--- src/rtl/flow_light_pkg.sv ---
// Shared types and constants for the flowing-light sequencer.
// Covers LED width, pattern mode encodings, FSM states and per-mode seeds.
package flow_light_pkg;

    localparam int unsigned LED_W = 16;

    localparam logic [1:0] MODE_ROTL   = 2'd0;
    localparam logic [1:0] MODE_ROTR   = 2'd1;
    localparam logic [1:0] MODE_BOUNCE = 2'd2;
    localparam logic [1:0] MODE_FILL   = 2'd3;

    typedef enum logic [1:0] {
        ST_IDLE = 2'd0,
        ST_RUN  = 2'd1,
        ST_HOLD = 2'd2
    } state_e;

    typedef enum logic {
        DIR_LEFT  = 1'b0,
        DIR_RIGHT = 1'b1
    } dir_e;

    typedef enum logic {
        PH_FILL  = 1'b0,
        PH_DRAIN = 1'b1
    } phase_e;

    localparam logic [LED_W-1:0] SEED_ROTL   = LED_W'(16'h0001);
    localparam logic [LED_W-1:0] SEED_ROTR   = LED_W'(16'h8000);
    localparam logic [LED_W-1:0] SEED_BOUNCE = LED_W'(16'h0001);
    localparam logic [LED_W-1:0] SEED_FILL   = LED_W'(16'h0000);

    localparam logic [LED_W-1:0] LED_TOP = LED_W'(16'h8000);
    localparam logic [LED_W-1:0] LED_BOT = LED_W'(16'h0001);

    function automatic logic [LED_W-1:0] seed_for(input logic [1:0] m);
        logic [LED_W-1:0] s;
        case (m)
            MODE_ROTL:   s = SEED_ROTL;
            MODE_ROTR:   s = SEED_ROTR;
            MODE_BOUNCE: s = SEED_BOUNCE;
            default:     s = SEED_FILL;
        endcase
        return s;
    endfunction

endpackage

--- src/rtl/flow_prescaler.sv ---
// Step prescaler: counts enabled cycles and flags the last cycle of each
// DIV-cycle period; the count is held while disabled.
module flow_prescaler #(
    parameter int unsigned DIV   = 25_000_000,
    parameter int unsigned DIV_W = 25
) (
    input  logic CLK,
    input  logic reset,
    input  logic en,
    input  logic clr,
    output logic tick
);

    localparam logic [DIV_W-1:0] CNT_MAX = DIV_W'(DIV - 1);

    logic [DIV_W-1:0] cnt_q, cnt_d;

    always_comb begin
        cnt_d = cnt_q;
        tick  = 1'b0;
        if (clr) begin
            cnt_d = '0;
        end else if (en) begin
            if (cnt_q == CNT_MAX) begin
                cnt_d = '0;
                tick  = 1'b1;
            end else begin
                cnt_d = cnt_q + DIV_W'(1);
            end
        end
    end

    always_ff @(posedge CLK) begin
        if (!reset) begin
            cnt_q <= '0;
        end else begin
            cnt_q <= cnt_d;
        end
    end

endmodule

--- src/rtl/flow_light_ctrl.sv ---
// Flowing-light sequencer: run/hold FSM, switch synchronizer, pattern
// generation for four modes and deferred reload on mode change.
module flow_light_ctrl
    import flow_light_pkg::*;
#(
    parameter int unsigned DIV   = 25_000_000,
    parameter int unsigned DIV_W = 25
) (
    input  logic             CLK,
    input  logic             reset,
    input  logic             SW_in,
    input  logic [1:0]       mode,
    output logic [LED_W-1:0] led,
    output logic             step
);

    logic             sw_meta_q, sw_s_q;
    logic [1:0]       mode_q;
    state_e           state_q, state_d;
    logic [LED_W-1:0] led_q, led_d, adv_led;
    dir_e             dir_q, dir_d, adv_dir;
    phase_e           phase_q, phase_d, adv_phase;
    logic             reload_q, reload_d;
    logic             step_q, step_d;
    logic             pre_en, pre_clr, tick;
    logic             mode_chg;

    // Two-flop synchronizer for the switch; mode registered for change detect
    always_ff @(posedge CLK) begin
        if (!reset) begin
            sw_meta_q <= 1'b0;
            sw_s_q    <= 1'b0;
            mode_q    <= MODE_ROTL;
        end else begin
            sw_meta_q <= SW_in;
            sw_s_q    <= sw_meta_q;
            mode_q    <= mode;
        end
    end

    assign pre_en   = (state_q == ST_RUN);
    assign pre_clr  = (state_q == ST_IDLE) && sw_s_q;
    assign mode_chg = (mode != mode_q);

    flow_prescaler #(
        .DIV   (DIV),
        .DIV_W (DIV_W)
    ) u_prescaler (
        .CLK   (CLK),
        .reset (reset),
        .en    (pre_en),
        .clr   (pre_clr),
        .tick  (tick)
    );

    // Next pattern word under the registered mode
    always_comb begin
        adv_led   = led_q;
        adv_dir   = dir_q;
        adv_phase = phase_q;
        case (mode_q)
            MODE_ROTL: adv_led = {led_q[LED_W-2:0], led_q[LED_W-1]};
            MODE_ROTR: adv_led = {led_q[0], led_q[LED_W-1:1]};
            MODE_BOUNCE: begin
                if (dir_q == DIR_LEFT) begin
                    if (led_q == LED_TOP) begin
                        adv_dir = DIR_RIGHT;
                        adv_led = LED_TOP >> 1;
                    end else begin
                        adv_led = led_q << 1;
                    end
                end else begin
                    if (led_q == LED_BOT) begin
                        adv_dir = DIR_LEFT;
                        adv_led = LED_BOT << 1;
                    end else begin
                        adv_led = led_q >> 1;
                    end
                end
            end
            default: begin
                if ((phase_q == PH_FILL) && (led_q == '1)) begin
                    adv_phase = PH_DRAIN;
                end else if ((phase_q == PH_DRAIN) && (led_q == '0)) begin
                    adv_phase = PH_FILL;
                end
                adv_led = {led_q[LED_W-2:0], (adv_phase == PH_FILL)};
            end
        endcase
    end

    // FSM next-state and pattern register updates
    always_comb begin
        state_d  = state_q;
        led_d    = led_q;
        dir_d    = dir_q;
        phase_d  = phase_q;
        reload_d = reload_q;
        step_d   = 1'b0;
        case (state_q)
            ST_IDLE: begin
                if (sw_s_q) begin
                    state_d  = ST_RUN;
                    led_d    = seed_for(mode);
                    dir_d    = DIR_LEFT;
                    phase_d  = PH_FILL;
                    reload_d = 1'b0;
                end
            end
            ST_RUN: begin
                if (!sw_s_q) begin
                    state_d = ST_HOLD;
                end
                if (tick) begin
                    step_d   = 1'b1;
                    reload_d = mode_chg;
                    if (reload_q) begin
                        led_d   = seed_for(mode_q);
                        dir_d   = DIR_LEFT;
                        phase_d = PH_FILL;
                    end else begin
                        led_d   = adv_led;
                        dir_d   = adv_dir;
                        phase_d = adv_phase;
                    end
                end else begin
                    reload_d = reload_q | mode_chg;
                end
            end
            ST_HOLD: begin
                if (sw_s_q) begin
                    state_d = ST_RUN;
                end
                reload_d = reload_q | mode_chg;
            end
            default: state_d = ST_IDLE;
        endcase
    end

    always_ff @(posedge CLK) begin
        if (!reset) begin
            state_q  <= ST_IDLE;
            led_q    <= '0;
            dir_q    <= DIR_LEFT;
            phase_q  <= PH_FILL;
            reload_q <= 1'b0;
            step_q   <= 1'b0;
        end else begin
            state_q  <= state_d;
            led_q    <= led_d;
            dir_q    <= dir_d;
            phase_q  <= phase_d;
            reload_q <= reload_d;
            step_q   <= step_d;
        end
    end

    assign led  = led_q;
    assign step = step_q;

endmodule

--- config.mk ---
export PLATFORM = sky130hd
export DESIGN_NAME = flow_light_ctrl
export DESIGN_NICKNAME = d
export VERILOG_FILES = /design/src/rtl/flow_light_pkg.sv /design/src/rtl/flow_prescaler.sv /design/src/rtl/flow_light_ctrl.sv
export SDC_FILE = /design/constraint.sdc
export NUM_CORES = 1
export LEC_CHECK = 0
export CAP_MARGIN = 10
export CORE_MARGIN = 1
export CORE_UTILIZATION = 50
export DETAILED_ROUTE_END_ITERATION = 12
export PLACE_DENSITY_LB_ADDON = 0.2
export SLEW_MARGIN = 20
export SYNTH_ARGS = -nofsm -noshare
export SYNTH_HDL_FRONTEND = slang
export SYNTH_SLANG_ARGS = --single-unit
--- constraint.sdc ---
create_clock -name CLK -period 3.3 [get_ports CLK]
set_input_delay 0.33 -clock CLK [delete_from_list [all_inputs] [get_ports CLK]]
set_output_delay 0.33 -clock CLK [all_outputs]
set_load 0.1 [all_outputs]
==> run_1/placement_by_type.png <==
Bar = 20 um.
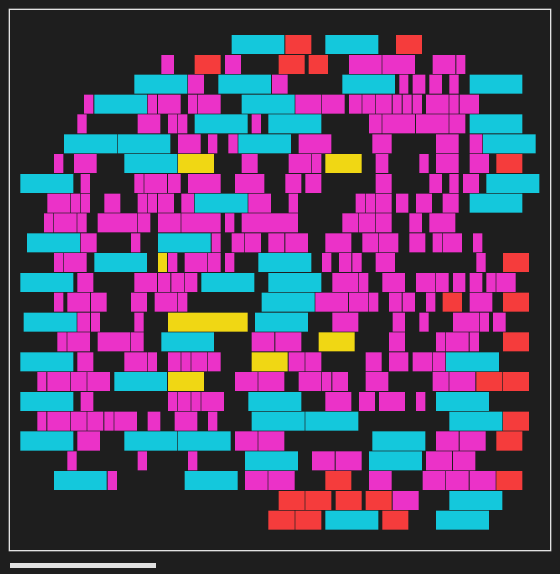
Key: other buffers and delay cells = red [cells 23]; combinational and other logic = magenta [cells 229]; flops = cyan [cells 51]; clock drivers and dummy loads = yellow [cells 7]

==> run_1/logic_types.png <==
Bar = 20 um.
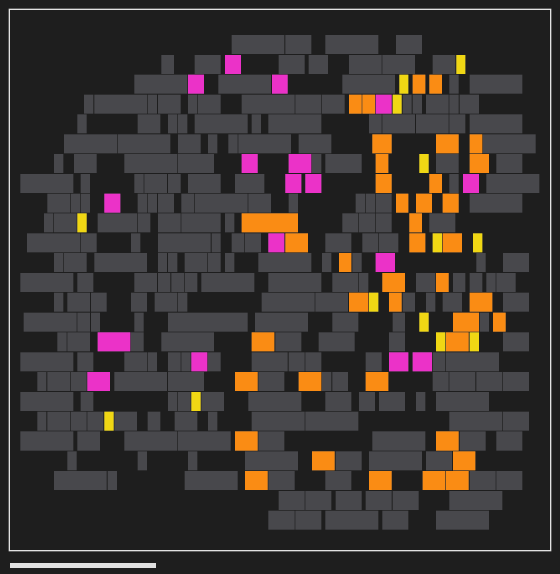
Key: inverters = yellow [cells 13, most used inv_1]; inverting AOI/OAI gates = orange [cells 40, most used o2bb2ai_1]; AND and OR gates = magenta [cells 17, most used and3_1]

==> run_1/clk_routes.png <==
Bar = 20 um.
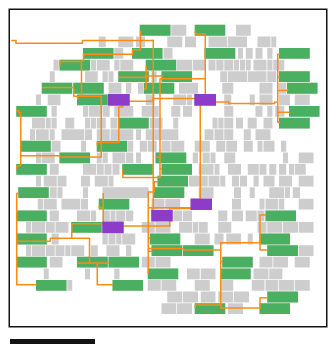
Key: flip-flops = green [count 51]; clock drivers = purple [count 5]; clock wires = orange [length 597 um]
There are 6 routed clock nets.
power drawn by the clock network: 418 uW
Clock Latency Late Sink: 0.30 ns
share of total power in the clock network: 37.2%
Worst Clk Skew: 0.00968 ns

==> run notes, run 1 <==
run results: Post-CTS Setup Inserts 0, cell types with the largest area share after synthesis sky130_fd_sc_hd__dfxtp_1, sky130_fd_sc_hd__xnor2_1, sky130_fd_sc_hd__nor2_1, antenna violations before repair 0, area fraction of the dominant cell type after synthesis 39.3%, peak fanout along the critical path 16, Pre-Repair DR Iteration Count 4, DR vias 2166, number of enable flip-flop cells 0, relative area change from synthesis to final layout 12.8%, Yosys Warn Count 0, chip footprint 5490 um^2, y dimension of the die 74.1 um, highest routed metal layer met4, amount of wire on met3 after detailed routing 166 um, class of the worst hold path register to register, FFs & Latches 51, yosys simple share 25.5%, Logic inverters 13, Tightest Pin Transition 1.00 ns, Worst path top cell family by delay simple AND/OR/NAND/NOR gates, share of flip-flops with an asynchronous set or reset 0%, overall fraction of global-route tracks in use 21.2%, number of nets in the final layout 320, count of final setup violators 0, global routing usage on met2 34.1%, final critical-path required period 2.54 ns, cell-by-cell trace of the critical path inv_1 > ha_1 > nand2_1 > or3_1 > o31ai_4 > nor2_1 > o2bb2ai_1, Arrival @ worst endpoint 2.71 ns, total met2 wirelength after detailed routing 2580 um, most congested layer reported by global routing met2, sequential element share of the synthesized area 39.3%, most common cell after layout, fill and taps aside sky130_fd_sc_hd__dfxtp_1, HPWL after detailed placement 3780 um, weighted congestion reported at the end of routability-driven placement 0.889, H-tree levels 2, parity-gate share of the synthesized area counting xor and xnor cells 8.76%, portion of the layout cell area used by clock cells 3.50%, number of input and output port buffers inserted 21, outcome completed, area of the mapped netlist 2600 um^2, # resized after CTS 0, Pins Over Slew Limit 0, leading cell type by number of instances after synthesis sky130_fd_sc_hd__dfxtp_1, post-synthesis instance total 291, DRC errors left 0, stage-log warning count 29, maximum number of pins on one net before global-route repair 26, number of hold-repair buffers added at the cts stage 0, number of cells in Yosys stat 291, cell with the largest stage delay on the worst path sky130_fd_sc_hd__ha_1, flip-flop and latch power 630 uW, total wire length 5470 um, Total Neg Setup Slack 0 ns, slowest stage delay, CP 0.49 ns, M1 wire length 2660 um, Post-Synth Adder-Cell Area 2.41%, synthesis area per yosys 2600 um^2, sinks on the clock net 51, synthesis-stage register bit count 51, clock transition time at the flip-flop clock pins of the worst setup and hold paths 0.09 ns, mean number of vias per cell 5.75, proportion of layout cells with a drive suffix above 1 5.81%, peak ir drop on the vdd network 0.240 mV, combinational gate power 76.4 uW, Pwr per Cell Area 384 nW/um^2
[run 1: final timing paths]
kind	from	to	slack [ns]	cells past startpoint
worst max-delay path	state_q[1]	led[6]	0.76	7
worst min-delay path	sw_meta_q	sw_s_q	0.44	1
worst max register to register	state_q[1]	led[6]	0.76	7
worst min register to register	sw_meta_q	sw_s_q	0.44	1
[run 1: stage by stage]
stage	setup WS, ns	hold slack, ns	util [%]	cell area [um^2]
2_1_floorplan	0.807	0.412	-	2600
3_3_place_gp	0.901	0.417	58.4	2830
3_5_place_dp	0.805	0.424	58.4	2830
4_1_cts	0.787	0.445	60.5	2930
5_1_grt	0.576	0.464	60.5	2930
6_report	0.761	0.442	60.5	2930
[run 1: registers in the layout, indices dropped and copies added, names as in the netlist, 2 cells and up]
name / cells
u_prescaler.cnt_q: 25
state_q: 2
mode_q: 2
led: 16
==> run_1/power_grid.png <==
Pins as bars on the die edge. Tap cells in grey.
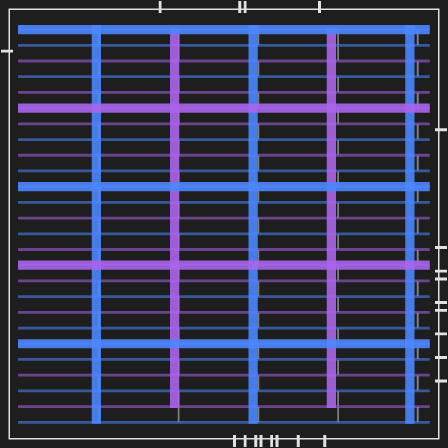

==> run 1 -> run 2 <==
Clock period 3.3 ns to 2.4 ns, I/O delays scaled along.
==> run_2/power_grid.png <==
Pins as bars on the die edge. Tap cells in grey.
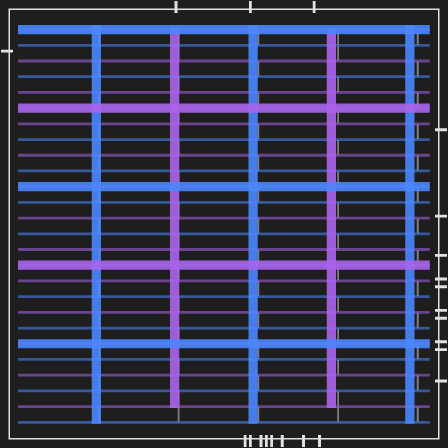
Key: VDD = purple; VSS = blue
5 straps on met5. 67 tap cells. 5 straps on met4.

==> run 2 against run 1 <==
Effect of this change: wire length is 2.9% lower; worst hold slack better by 0.021 ns; worst setup slack worse by 0.52 ns; register-to-register slack worse by 0.52 ns; first-iteration DRC count is 28% lower; combinational power is 41% higher; critical endpoint is now u_prescaler.cnt_q[7]; largest cell class unchanged.
==> run notes, run 2 <==
run results: peak fanout along the critical path 25 (+9), Post-CTS Setup Inserts 0 (unchanged), Worst path top cell family by delay simple AND/OR/NAND/NOR gates, yosys simple share 25.5% (unchanged), number of cells on the critical path 5 (-2), Worst Clk Skew 0.0120 ns (+0.00235 ns), cell types with the largest area share after synthesis sky130_fd_sc_hd__dfxtp_1, sky130_fd_sc_hd__xnor2_1, sky130_fd_sc_hd__nor2_1, number of hold-repair buffers added at the cts stage 0 (unchanged), final critical-path required period 2.16 ns (-0.381 ns), area of the mapped netlist 2600 um^2 (unchanged), maximum number of pins on one net before global-route repair 26 (unchanged), Tightest Pin Transition 0.545 ns (-0.455 ns), most common cell after layout, fill and taps aside sky130_fd_sc_hd__dfxtp_1, number of input and output port buffers inserted 21 (unchanged), power drawn by the clock network 699 uW (+67%), Clock Latency Late Sink 0.31 ns (about the same), peak ir drop on the vdd network 0.371 mV (+55%), relative area change from synthesis to final layout 14.0%, hold_ws 0.462 ns (+0.0208 ns), number of nets in the final layout 325 (+1.6%), H-tree levels 2 (unchanged), total wire length 5310 um (-2.9%), sinks on the clock net 51 (unchanged), worst hold stages 1 (unchanged), number of flip-flops in the largest register 25 (unchanged), Hold Path Origin sw_meta_q, DR vias 2214 (+2.2%), y dimension of the die 74.1 um (unchanged), post-place setup slack 0.265 ns (-0.540 ns), highest routed metal layer met4, Worst Setup Slack, final 0.242 ns (-0.519 ns), clock transition time at the flip-flop clock pins of the worst setup and hold paths 0.09 ns (about the same), Pre-Repair DR Iteration Count 4 (unchanged), number of cells in Yosys stat 291 (unchanged), overall fraction of global-route tracks in use 21.5% (+0.25 points), cell with the largest stage delay on the worst path sky130_fd_sc_hd__nand3b_2, reg-to-reg critical path endpoint u_prescaler.cnt_q[7], combinational gate power 108 uW (+41%), Placed Area 2830 um^2 (about the same), setup slack of the most critical reg-to-reg path 0.24 ns (-0.52 ns), stage-log warning count 29 (unchanged), total non-filler cell area in the finished layout 2960 um^2 (+1.1%), number of enable flip-flop cells 0 (unchanged), RR Startpoint u_prescaler.cnt_q[6], class of the worst hold path register to register, slowest stage delay, CP 0.52 ns (+0.03 ns), chip footprint 5490 um^2 (unchanged), leading cell type by number of instances after synthesis sky130_fd_sc_hd__dfxtp_1, parity-gate share of the synthesized area counting xor and xnor cells 8.76% (unchanged), flip-flop and latch power 867 uW (+38%), # resized after CTS 0 (unchanged), global routing usage on met2 35.3% (+1.1 points), endpoint of the worst hold-timing path sw_s_q, Worst Setup EP u_prescaler.cnt_q[7], launch point of the worst path u_prescaler.cnt_q[6], Worst R2R Path Depth 5 (-2), post-synthesis instance total 291 (unchanged), share of flip-flops with an asynchronous set or reset 0% (unchanged), largest register by flop count u_prescaler.cnt_q, synthesis-stage register bit count 51 (unchanged), final core utilization 61.1% (+0.65 points), Post-Synth Adder-Cell Area 2.41% (unchanged), weighted congestion reported at the end of routability-driven placement 0.875 (-1.6%), Pins Over Slew Limit 0 (unchanged), mean number of vias per cell 5.78 (+0.61%), Yosys Warn Count 0 (unchanged), amount of wire on met3 after detailed routing 220 um (+33%), most congested layer reported by global routing met2, outcome completed, HPWL after detailed placement 3680 um (-2.6%)
## run 2: cell count changes in the layout (fill, tap and decap cells not counted), sizes merged
cell and change:
buf +22, clkdlybuf4s50 -17, bufinv +1
## run 2: kinds of logic after synthesis
kind of cell | Yosys count
AND-OR/OR-AND | 46
XOR/XNOR | 26
adder cells (fa/ha/maj) | 5
buffers and inverters | 24
flip-flops | 51
multiplexers | 14
AND/OR/NAND/NOR | 125
## run 2: area by class of cell
cell class	instances	area, um^2
Tap cell	67	83.8
Inverter	13	48.8
Clock buffer	6	72.6
Fill cell	409	1880
Sequential cell	51	1030
Timing Repair Buffer	28	220
Clock inverter	2	60.1
Multi-Input combinational cell	216	1450
Power is estimated from default activity; no workload was simulated.
